**config.mk**
```make
export PLATFORM = sky130hd
export DESIGN_NAME = multu_hilo
export DESIGN_NICKNAME = d
export VERILOG_FILES = /design/src/rtl/multu_hilo.sv
export SDC_FILE = /design/constraint.sdc
export NUM_CORES = 1
export LEC_CHECK = 0
export ABC_AREA = 1
export ABC_CLOCK_PERIOD_IN_PS = 2450
export CORE_ASPECT_RATIO = 1.1
export CORE_MARGIN = 4
export CORE_UTILIZATION = 45
export CTS_CLUSTER_SIZE = 14
export DETAILED_ROUTE_END_ITERATION = 12
export PLACE_DENSITY = 0.74
export SLEW_MARGIN = 20
export SYNTH_ARGS = -nofsm -noshare
export SYNTH_HDL_FRONTEND = slang
export SYNTH_SLANG_ARGS = --single-unit
```
**constraint.sdc**
```tcl
create_clock -name clk -period 2.45 [get_ports clk]
set_input_delay 0.6125 -clock clk [delete_from_list [all_inputs] [get_ports clk]]
set_output_delay 0.6125 -clock clk [all_outputs]
set_load 0.03 [all_outputs]
```
**src/rtl/multu_hilo.sv**
```systemverilog
// ---------------------------------------------------------------------------
// multu_hilo -- sequential shift-add multiplier with MIPS-style HI/LO registers
//
// Purpose:
//   Accepts MULTU (and optionally MULT) and produces a 2*WIDTH-bit product.
//   The product is built one bit per cycle over WIDTH cycles, then written
//   into HI/LO. MFHI/MFLO read the registers back through a registered
//   result port that feeds the ALU result mux.
//
// Ports:
//   clk      in   single clock, rising-edge
//   reset    in   synchronous, active-high reset
//   dataA    in   WIDTH  multiplicand, sampled on acceptance
//   dataB    in   WIDTH  multiplier, sampled on acceptance
//   Signal   in   6      function code (MULTU/MULT/MFHI/MFLO)
//   dataOut  out  WIDTH  registered HI/LO read result (0 for other codes)
//   busy     out  1      high while a multiply is running
//   done     out  1      one-cycle pulse after HI/LO have been updated
//
// Configuration:
//   MULT_SIGNED_EN  when defined, MULT is accepted as a signed multiply
//                   (magnitude multiply plus a final negate). When undefined,
//                   MULT is an unrecognised code and is ignored.
// ---------------------------------------------------------------------------
module multu_hilo #(
  parameter int WIDTH = 32
) (
  input  logic             clk,
  input  logic             reset,
  input  logic [WIDTH-1:0] dataA,
  input  logic [WIDTH-1:0] dataB,
  input  logic [5:0]       Signal,
  output logic [WIDTH-1:0] dataOut,
  output logic             busy,
  output logic             done
);

  localparam logic [5:0] MULTU = 6'b011001;
  localparam logic [5:0] MULT  = 6'b011000;
  localparam logic [5:0] MFHI  = 6'b010000;
  localparam logic [5:0] MFLO  = 6'b010010;

  localparam int CNT_W = (WIDTH > 1) ? $clog2(WIDTH) : 1;
  localparam logic [CNT_W-1:0] LAST_COUNT = CNT_W'(WIDTH - 1);

  typedef enum logic [1:0] {
    IDLE = 2'd0,
    RUN  = 2'd1,
    DONE = 2'd2
  } state_t;

  state_t             r_state;
  state_t             w_nextState;

  logic [2*WIDTH-1:0] r_mcand;
  logic [WIDTH-1:0]   r_mplier;
  logic [2*WIDTH-1:0] r_product;
  logic [CNT_W-1:0]   r_count;
  logic               r_sign;
  logic [WIDTH-1:0]   r_hi;
  logic [WIDTH-1:0]   r_lo;
  logic [WIDTH-1:0]   r_dataOut;

  logic               w_isMultu;
  logic               w_isMult;
  logic               w_accept;
  logic               w_lastStep;
  logic [WIDTH-1:0]   w_opA;
  logic [WIDTH-1:0]   w_opB;
  logic               w_signNext;
  logic [2*WIDTH-1:0] w_addend;
  logic [2*WIDTH-1:0] w_sum;
  logic [2*WIDTH-1:0] w_final;

  assign w_isMultu = (Signal == MULTU);

  // Signed support: multiply magnitudes and remember the result sign so the
  // same unsigned datapath and latency serve both MULT and MULTU.
`ifdef MULT_SIGNED_EN
  assign w_isMult   = (Signal == MULT);
  assign w_opA      = (w_isMult && dataA[WIDTH-1]) ? (~dataA + 1'b1) : dataA;
  assign w_opB      = (w_isMult && dataB[WIDTH-1]) ? (~dataB + 1'b1) : dataB;
  assign w_signNext = w_isMult & (dataA[WIDTH-1] ^ dataB[WIDTH-1]);
`else
  assign w_isMult   = 1'b0;
  assign w_opA      = dataA;
  assign w_opB      = dataB;
  assign w_signNext = 1'b0;
`endif

  // A new operation can only start outside RUN; anything arriving mid-run
  // is dropped so the running multiply finishes untouched.
  assign w_accept   = (r_state != RUN) && (w_isMultu || w_isMult);
  assign w_lastStep = (r_count == LAST_COUNT);

  // One shift-add step: the sum includes the current bit, so on the final
  // step it already is the complete product and can go straight to HI/LO.
  assign w_addend = r_mplier[0] ? r_mcand : '0;
  assign w_sum    = r_product + w_addend;
  assign w_final  = r_sign ? (~w_sum + 1'b1) : w_sum;

  // State register.
  always_ff @(posedge clk) begin
    if (reset) begin
      r_state <= IDLE;
    end else begin
      r_state <= w_nextState;
    end
  end

  // Next-state logic: DONE lasts a single cycle but may chain straight into
  // another RUN when a new multiply is accepted during it.
  always_comb begin
    w_nextState = r_state;
    case (r_state)
      IDLE:    if (w_accept) w_nextState = RUN;
      RUN:     if (w_lastStep) w_nextState = DONE;
      DONE:    w_nextState = w_accept ? RUN : IDLE;
      default: w_nextState = IDLE;
    endcase
  end

  // Multiplier datapath and HI/LO. HI/LO are written only on the last RUN
  // step, so a reset mid-run abandons the operation without touching them
  // beyond the reset clear itself.
  always_ff @(posedge clk) begin
    if (reset) begin
      r_mcand   <= '0;
      r_mplier  <= '0;
      r_product <= '0;
      r_count   <= '0;
      r_sign    <= 1'b0;
      r_hi      <= '0;
      r_lo      <= '0;
    end else if (w_accept) begin
      r_mcand   <= {{WIDTH{1'b0}}, w_opA};
      r_mplier  <= w_opB;
      r_product <= '0;
      r_count   <= '0;
      r_sign    <= w_signNext;
    end else if (r_state == RUN) begin
      r_product <= w_sum;
      r_mcand   <= r_mcand << 1;
      r_mplier  <= r_mplier >> 1;
      r_count   <= r_count + 1'b1;
      if (w_lastStep) begin
        r_hi <= w_final[2*WIDTH-1:WIDTH];
        r_lo <= w_final[WIDTH-1:0];
      end
    end
  end

  // Read port: registered every cycle, one-cycle latency. A read issued in
  // DONE sees the freshly written HI/LO since they were loaded at the edge
  // that entered DONE.
  always_ff @(posedge clk) begin
    if (reset) begin
      r_dataOut <= '0;
    end else begin
      case (Signal)
        MFHI:    r_dataOut <= r_hi;
        MFLO:    r_dataOut <= r_lo;
        default: r_dataOut <= '0;
      endcase
    end
  end

  assign dataOut = r_dataOut;
  assign busy    = (r_state == RUN);
  assign done    = (r_state == DONE);

endmodule

```
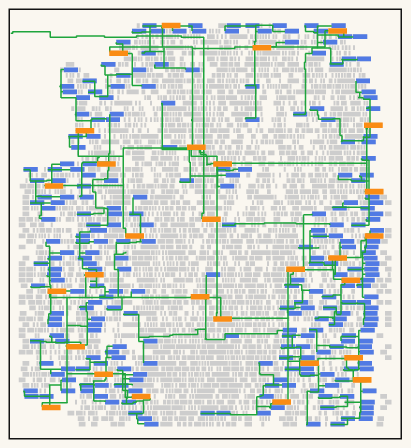
(clock wires, drivers and flops)
Blue stands for flip-flops, count 263. Green stands for clock wires, length 3,670 um. Orange stands for cells driving clock nets, count 29.
There are 30 routed clock nets.

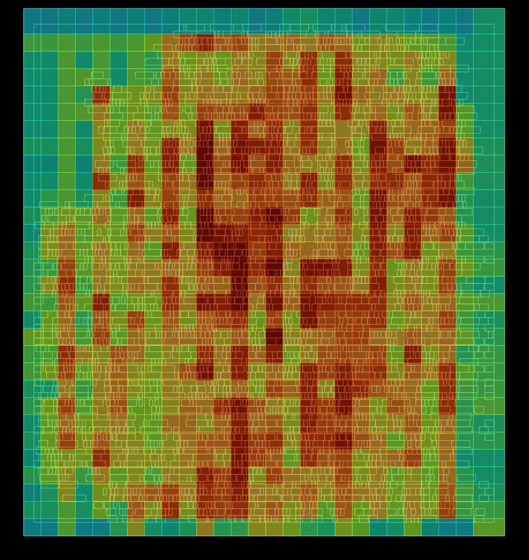
(congestion heat map)
busiest grt layer: met2
final core occ: 68.7%
WL per Instance: 17.1 um
met2 GRT Util: 46.2%
met1 Use GR: 38.1%

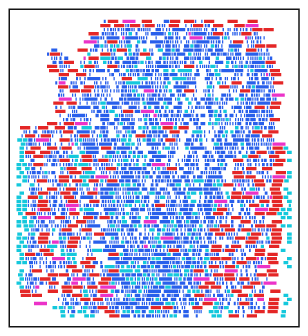
(placement by cell class)
Blue stands for all other logic, cells 2,438, share of their area 60%. Red stands for flip-flops, cells 263, share of their area 22%. Magenta stands for clock drivers and dummy loads, cells 52, share of their area 3.9%. Cyan stands for other buffers and delay cells, cells 387, share of their area 15%.

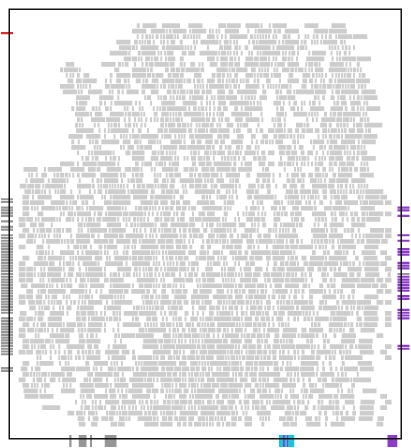
(pin map)
Pins as bars across the die edge, other pins in gray.
Purple stands for dataOut, pins 32, direction output, edge 25 east, 7 south. Red stands for clk, pins 1, direction input, edge west. Cyan stands for Signal, pins 6, direction input, edge south.
All pins by edge: 55 west, 26 east, 25 south.

==> changes_impl.md <==
### Physical design

- Ratio of cells with drive above 1 in the final layout: about a third
- Chip Footprint: 40,400 um2
- MUX area fraction: 0%
- Status: complete, but fails checks
- P_comb: 511 uW
- Hold_ws: 468 ps
- Syn_nets: 2,934
- Final WL: a little over 60,000 um
- Syn Inst Count: between 2k and 3k
- Comb power frac: 5.5%
- Final Hold Vio Count: 0
- Met2 WL: 28,700 um
- CP max-delay cell: dfxtp_4
- Sequential cell power: ~4.3 mW
- Final setup vio count: between 50 and 60
- Setup WS pre-CTS: -414 ps
- Worst skew pair latency: 580 ps
- Top sig layer: met5
- RR Startpoint: r_mplier[0]
- GRT Util Overall: between 20 and 30%
- Fillers: 2,895
- PD cells: 371 nW/um2
- Hold Crit Class: reg -> reg
- Non-clock buffer instance count of the final layout: a little under 400
- Placed Area: 19,900 um2
- Io pins: 106
- Worst-Margin Slew: 927 ps
- Root Driver: clkbuf_16
- Clk slew on worst S/H paths: 60 ps
- Buf/Inv on CP: 8
- Area of the core: 36,400 um2
- Min-Delay Endpoint: r_lo[1]
- Top class by area: multi-input combinational cells
- Buffering overhead: roughly 14%
- Row count: 73
- Top cells by area: dfxtp_1, nand2_1, inv_1
- AO/OA Area Share: 10.9%
- Startpoint types: flip-flop
- Worst setup margin: -138 ps
- Final slew viol count: 0
- Combinational share of cell area: roughly half
- Total power: 9.27 mW
- Area leader share: 31.5%
- R2R Path End: r_product[46]
- Clk pwr share: 47.9%
- # diodes: 0
- Fp util: 45.9%
- Seq Cell Count: 263
- Non-clock inverter count in the final layout: 640
- Avg Cell Area, Syn: about 6 um2
- Ys flop type: dfxtp_1
- Internal Pwr Total: 7.09 mW
- Cell type with the largest total area: dfxtp_1
- Post-Layout Inst Area: 25,000 um2
- Number of cells in Yosys stat: 2,796
- Post-route minimum period: 2590 ps
- Clock group: 4.44 mW
- Post-route non-filler standard cell count: 3,627
- Clkbuf count: 39
- Met3 GRT Util: 3.81%
- Max_slew headroom: 38.2%
- Worst path arrival time: 3070 ps
- Delay of the slowest cell on the worst path: ~370 ps
- Layout area overhead: 49.5%
- Asr flop ratio synth: 0%
- CTS H-tree lvls: 1
- Final #Nets: 3,257
- Worst Path Max Fanout: 8
- Failing checks: negative setup slack
- Critical Path Sink Type: flip-flop
- Register share of total power: a little under half
- Most frequent cells in the layout: nand2_1, inv_1, dfxtp_1
- Yosys Chip Area: 16,700 um2
No activity file was given, so power comes from the tool's default toggle rates.
